[src/rtl/gpio_cmd_regfile.sv]
// Processor GPIO command decoder: an edge-qualified strobe executes one command per rising edge of i_gpo[23].
// Drives datapath control bits, log-memory readout, BER counter snapshots and a sticky command-error flag.
module gpio_cmd_regfile #(
   parameter int NB_ADD_MEM = 15,
   parameter int N_BER_CH   = 2
) (
   input  logic                    clk,
   input  logic                    i_rst,
   input  logic [31:0]             i_gpo,
   input  logic [31:0]             i_data_log_from_mem,
   input  logic                    i_mem_full,
   input  logic [64*N_BER_CH-1:0]  i_ber_samp,
   input  logic [64*N_BER_CH-1:0]  i_ber_error,
   output logic [31:0]             o_gpi,
   output logic                    o_rst,
   output logic                    o_enbTx,
   output logic                    o_enbRx,
   output logic [1:0]              o_phase_sel,
   output logic                    o_run_log,
   output logic                    o_read_log,
   output logic [NB_ADD_MEM-1:0]   o_addr_log_to_mem,
   output logic                    o_cmd_err
);

   localparam logic [7:0] CMD_RESET     = 8'd0;
   localparam logic [7:0] CMD_EN_TX     = 8'd1;
   localparam logic [7:0] CMD_EN_RX     = 8'd2;
   localparam logic [7:0] CMD_PH_SEL    = 8'd3;
   localparam logic [7:0] CMD_RUN_MEM   = 8'd4;
   localparam logic [7:0] CMD_READ_MEM  = 8'd5;
   localparam logic [7:0] CMD_READ_NEXT = 8'd6;
   localparam logic [7:0] CMD_BER_SNAP  = 8'd7;
   localparam logic [7:0] CMD_BER_READ  = 8'd8;
   localparam logic [7:0] CMD_IS_FULL   = 8'd9;
   localparam logic [7:0] CMD_CLR_ERR   = 8'd10;

   logic                  r_prev_en;
   logic [31:0]           r_gpi;
   logic                  r_rst;
   logic                  r_enb_tx;
   logic                  r_enb_rx;
   logic [1:0]            r_phase_sel;
   logic                  r_run_log;
   logic                  r_read_log;
   logic [NB_ADD_MEM-1:0] r_addr;
   logic                  r_cmd_err;
   logic [63:0]           r_snap_samp;
   logic [63:0]           r_snap_err;

   logic [7:0]            w_cmd;
   logic [22:0]           w_data;
   logic [7:0]            w_ch;
   logic                  w_exec;
   logic                  w_ch_ok;
   logic                  w_err;
   logic [63:0]           w_sel_samp;
   logic [63:0]           w_sel_err;
   logic [31:0]           w_snap_word;
   logic                  w_unused;

   assign w_cmd    = i_gpo[31:24];
   assign w_data   = i_gpo[22:0];
   assign w_ch     = w_data[7:0];
   assign w_exec   = i_gpo[23] & ~r_prev_en;
   assign w_ch_ok  = int'(w_ch) < N_BER_CH;
   assign w_unused = ^w_data;

   always_comb begin
      w_sel_samp = '0;
      w_sel_err  = '0;
      for (int k = 0; k < N_BER_CH; k++) begin
         if (w_ch == 8'(k)) begin
            w_sel_samp = i_ber_samp[64*k +: 64];
            w_sel_err  = i_ber_error[64*k +: 64];
         end
      end
   end

   always_comb begin
      case (w_data[1:0])
         2'd0:    w_snap_word = r_snap_samp[31:0];
         2'd1:    w_snap_word = r_snap_samp[63:32];
         2'd2:    w_snap_word = r_snap_err[31:0];
         default: w_snap_word = r_snap_err[63:32];
      endcase
   end

   // Argument checks for commands that can be refused; codes above CLR_ERR are always illegal.
   always_comb begin
      w_err = 1'b0;
      case (w_cmd)
         CMD_READ_MEM:  w_err = ~i_mem_full;
         CMD_READ_NEXT: w_err = ~r_read_log;
         CMD_BER_SNAP:  w_err = ~w_ch_ok;
         default:       w_err = (w_cmd > CMD_CLR_ERR);
      endcase
   end

   always_ff @(posedge clk) begin
      if (i_rst) begin
         r_prev_en   <= 1'b1;
         r_gpi       <= '0;
         r_rst       <= 1'b0;
         r_enb_tx    <= 1'b0;
         r_enb_rx    <= 1'b0;
         r_phase_sel <= '0;
         r_run_log   <= 1'b0;
         r_read_log  <= 1'b0;
         r_addr      <= '0;
         r_cmd_err   <= 1'b0;
         r_snap_samp <= '0;
         r_snap_err  <= '0;
      end else begin
         r_prev_en <= i_gpo[23];
         if (r_run_log && i_mem_full)
            r_run_log <= 1'b0;
         if (w_exec && w_err) begin
            r_cmd_err <= 1'b1;
            r_gpi     <= {16'hDEAD, 8'h00, w_cmd};
         end else if (w_exec) begin
            case (w_cmd)
               CMD_RESET:     r_rst       <= w_data[0];
               CMD_EN_TX:     r_enb_tx    <= w_data[0];
               CMD_EN_RX:     r_enb_rx    <= w_data[0];
               CMD_PH_SEL:    r_phase_sel <= w_data[1:0];
               CMD_RUN_MEM: begin
                  r_run_log  <= 1'b1;
                  r_read_log <= 1'b0;
               end
               CMD_READ_MEM: begin
                  r_read_log <= 1'b1;
                  r_run_log  <= 1'b0;
                  r_addr     <= w_data[NB_ADD_MEM-1:0];
               end
               CMD_READ_NEXT: r_addr <= r_addr + 1'b1;
               CMD_BER_SNAP: begin
                  r_snap_samp <= w_sel_samp;
                  r_snap_err  <= w_sel_err;
               end
               CMD_BER_READ:  r_gpi <= w_snap_word;
               CMD_IS_FULL:   r_gpi <= {31'b0, i_mem_full};
               CMD_CLR_ERR: begin
                  r_cmd_err <= 1'b0;
                  r_gpi     <= '0;
               end
               default: ;
            endcase
         end else if (r_read_log) begin
            r_gpi <= i_data_log_from_mem;
         end
      end
   end

   assign o_gpi             = r_gpi;
   assign o_rst             = r_rst;
   assign o_enbTx           = r_enb_tx;
   assign o_enbRx           = r_enb_rx;
   assign o_phase_sel       = r_phase_sel;
   assign o_run_log         = r_run_log;
   assign o_read_log        = r_read_log;
   assign o_addr_log_to_mem = r_addr;
   assign o_cmd_err         = r_cmd_err;

endmodule

[config.mk]
export PLATFORM = sky130hd
export DESIGN_NAME = gpio_cmd_regfile
export DESIGN_NICKNAME = d
export VERILOG_FILES = /design/src/rtl/gpio_cmd_regfile.sv
export SDC_FILE = /design/constraint.sdc
export NUM_CORES = 1
export LEC_CHECK = 0
export CAP_MARGIN = 30
export CORE_ASPECT_RATIO = 0.9
export CORE_MARGIN = 5
export CORE_UTILIZATION = 32
export CTS_CLUSTER_SIZE = 14
export DETAILED_ROUTE_END_ITERATION = 7
export GPL_TIMING_DRIVEN = 0
export PLACE_DENSITY_LB_ADDON = 0.15
export SLEW_MARGIN = 30
export SYNTH_ARGS = -nofsm -noshare
export SYNTH_HDL_FRONTEND = slang
export SYNTH_SLANG_ARGS = --single-unit
[constraint.sdc]
create_clock -name clk -period 2.8 [get_ports clk]
set_clock_uncertainty 0.1 [all_clocks]
set_input_delay 0.42 -clock clk [delete_from_list [all_inputs] [get_ports clk]]
set_output_delay 0.42 -clock clk [all_outputs]
set_load 0.02 [all_outputs]
==> reports/notes.md <==
The plain and repair buffers instantiated in the layout total 478. The timing report gives the clock slew at the launch and capture registers of the worst setup and hold paths as 0.07 ns. The flow ran to the end, and the final reports show no timing, DRC or antenna violations. The netlist area before placement is 9860 µm², and the critical path depth in cells is 9. The count of hold-fix buffers inserted at cts is 0, and the fraction of met2 tracks used by global routing is 37.9%. With the instance count after placement with tap cells included at 1,906, the number of ordinary inverters in the final layout is 2.

Data on the critical path is required at its endpoint by 3.05 ns. The number of nets in the final layout is 1,841. The largest fanout on the critical path came out at 10. The total number of vias was 9,978; the transition at the pin with the smallest max-transition slack was 0.939 ns. The ratio of routed vias to standard cells was 5.15. Relative to the synthesized area, the layout overhead comes to 49.2%. In this run the biggest area consumer among cell types represents 37.4% of the synthesized area. Cell internal power was estimated by the tool at 0.00436 W.

The timing report notes that buffer and inverter cells on the critical path total 4. Summed over all nets, the switching power comes to 0.00154 W. Counting the clock-network buffers in the layout gives 17. The highest metal layer with signal wires was met5. The number of enable-type register cells in the synthesized netlist is 0, and the area fraction in mux cells is 21.0%. The chip area in the Yosys report is 9860 µm², and the complex-gate fraction of the synthesized area is 15.4%. Post-route period utilization is reported as 98.4%. The post-DP HPWL is 33.1 mm, and the number of cells in Yosys stat is 1,130. Net switching is 26.2% of the power. Cells with a size suffix above 1 make up 7.52% of the layout. After clock tree synthesis, the setup repair step added 0 buffers. The main area contributors are sky130_fd_sc_hd__dfxtp_1, sky130_fd_sc_hd__mux2i_1, sky130_fd_sc_hd__a21oi_1.

The antenna diode count was 0. Fraction of area in clock buffers and inverters: 3.79%. The floorplan step defined a die boundary enclosing 34,400 µm². The post-cts repair resize count is 19, and the worst hold path depth is 3. Detailed-route iteration 0 reported a violation count of 609. End of the worst hold path: o_gpi[7]. The xor-xnor portion of the synthesized cell area works out to 0.0888%. The floorplan report gives the top-level pin count as 378. Looking at hold timing, the worst path starts from i_gpo[31]. The critical path class was in2reg.

The run gives 0 as the count of max-cap constraint violations. The start point of the critical path is i_gpo[30]. The number of register bits inferred by synthesis came out at 184.

The Yosys step of the flow raised 0 warnings. At the placement stage, the worst setup path has a slack of -0.864 ns. Adding up every negative setup slack in the final design gives 0 ns.

The logs give 3.00 ns for the critical path data arrival time and 15.8% for the part of the total power dissipated in combinational logic. For the number of hold violations in the final report, the log shows 0. The met1 layer usage reported by global route was 30.0%; the count of fill cells added during filler insertion was 3,030.

The synthesized netlist devotes 0.127% of its cell area to adder and majority cells. With the die boundary width at 195 µm, the final weighted congestion in routability-driven placement is 0.892. The cell with the largest stage delay on the worst path is sky130_fd_sc_hd__clkdlybuf4s50_1.

The library cells used most frequently in the layout, excluding fill and tap cells, are sky130_fd_sc_hd__clkdlybuf4s50_1, sky130_fd_sc_hd__dfxtp_1, sky130_fd_sc_hd__nand2_1, sky130_fd_sc_hd__a21oi_1, sky130_fd_sc_hd__mux2i_1. The worst slew margin relative to its limit was 37.4%. The relative area of non-clock buffer cells in the final design is 29.0%, and the sum of routed wire segments on met1 is 17.9 mm. The worst setup path is launched from an input pin.

For this run, design rule violations remaining after detail routing come to 0. The script logs the mean routed wire length per placed instance as 20.9 µm. TritonCTS built the clock tree. The leakage power was 5.20 nW. After synthesis, the share of flip-flops with an asynchronous set or reset is 0%. For this run, the top clock speed supported by timing is 363 MHz. Per STA, the worst path is made up of clkdlybuf4s50_1 > or4_1 > buf_4 > nor3_4 > o2111ai_4 > clkbuf_16 > buf_6 > or3_1 > a21oi_1. The run gives 10,000 as the via count of the first global-routing pass.

The synthesized netlist devotes 20.8% of its cell area to simple gates. sky130_fd_sc_hd__dfxtp_1 is the most common cell in the netlist. Per the summary, power density relative to cell area is 401 nW/µm². The global routing's busiest layer was met2.

The cell class contributing the biggest share of worst-path delay was buffers and inverters. The commonest cells after synthesis are sky130_fd_sc_hd__dfxtp_1, sky130_fd_sc_hd__nand2_1, sky130_fd_sc_hd__a21oi_1, sky130_fd_sc_hd__mux2i_1, sky130_fd_sc_hd__or3_1.
Figure 1. Cells colored by class.
Bar = 50 µm.
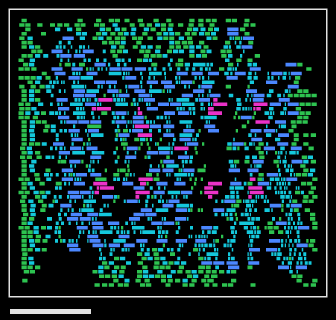
Key: remaining buffers and delay cells = green [cells 478, share of their area 30%]; registers = blue [cells 184, share of their area 26%]; remaining logic cells = cyan [cells 836, share of their area 40%]; clock drivers and dummy loads = magenta [cells 32, share of their area 3.9%]
standard cell core area: 30,700 µm²
post-route cell area: 14,700 µm²

Figure 2. Sequential cells colored by netlist name.
Bar = 50 µm. Other sequential cells in the stronger gray, the rest of the logic in the fainter gray.
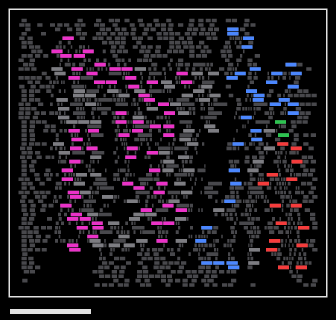
Key: o_phase_sel = green [sequential cells 2]; o_addr_log_to_mem = red [sequential cells 15]; r_snap_err = magenta [sequential cells 64]; o_gpi = blue [sequential cells 32, where a vertical strip on the right]
register area: 3680 µm²
Seq area share: 25.0%
sequential cell power: 0.00264 W
Post-Route Utilization: 47.9%

Figure 3. Gate families picked out.
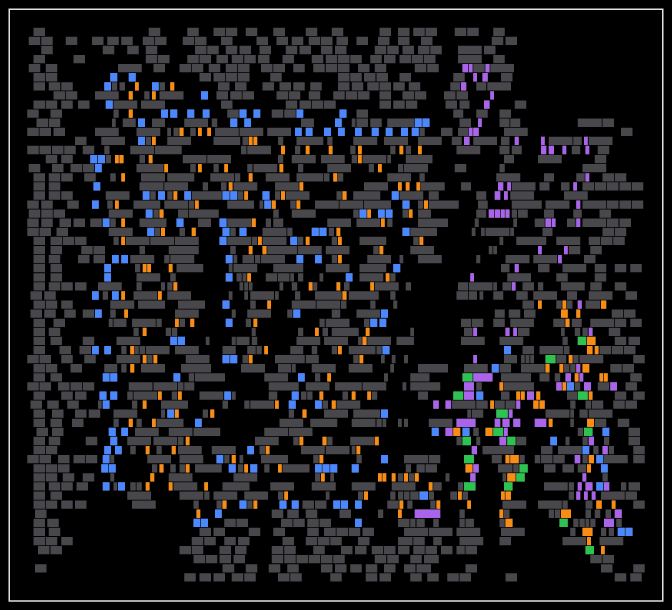
Key: nand cells = orange [cells 184, most used nand2_1]; nor cells = purple [cells 83, most used nor2_1, where a vertical strip on the right]; and/or cells = blue [cells 143, most used or3_1]; non-inverting ao/oa cells = green [cells 17, most used a21o_1, where bottom right]
non-filler instance count after layout: 1,939
most frequent logic cell in the layout: sky130_fd_sc_hd__clkdlybuf4s50_1
multi-input gate share of the layout cell area: 38.7%

Figure 4. Clock network drawn from the DEF.
Bar = 50 µm.
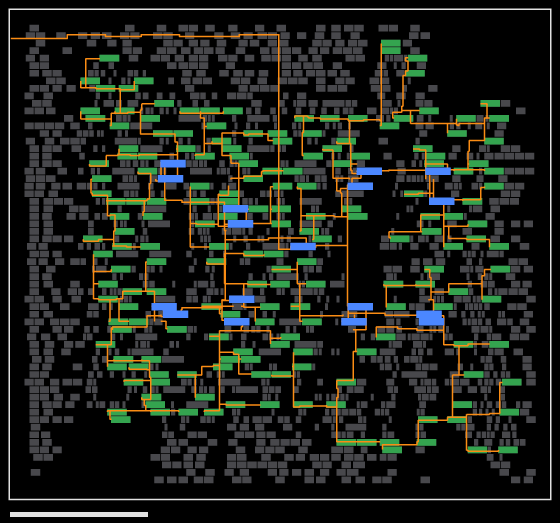
Key: clock-net drivers = blue [count 17]; flip-flops = green [count 184]; clock wires = orange [length 2,360 µm]
There are 18 routed clock nets.
clk latency late pin: 0.43 ns
share of total power in the clock network: 39.5%
power of the clock network: 0.00233 W

Power is estimated from default activity; no workload was simulated.
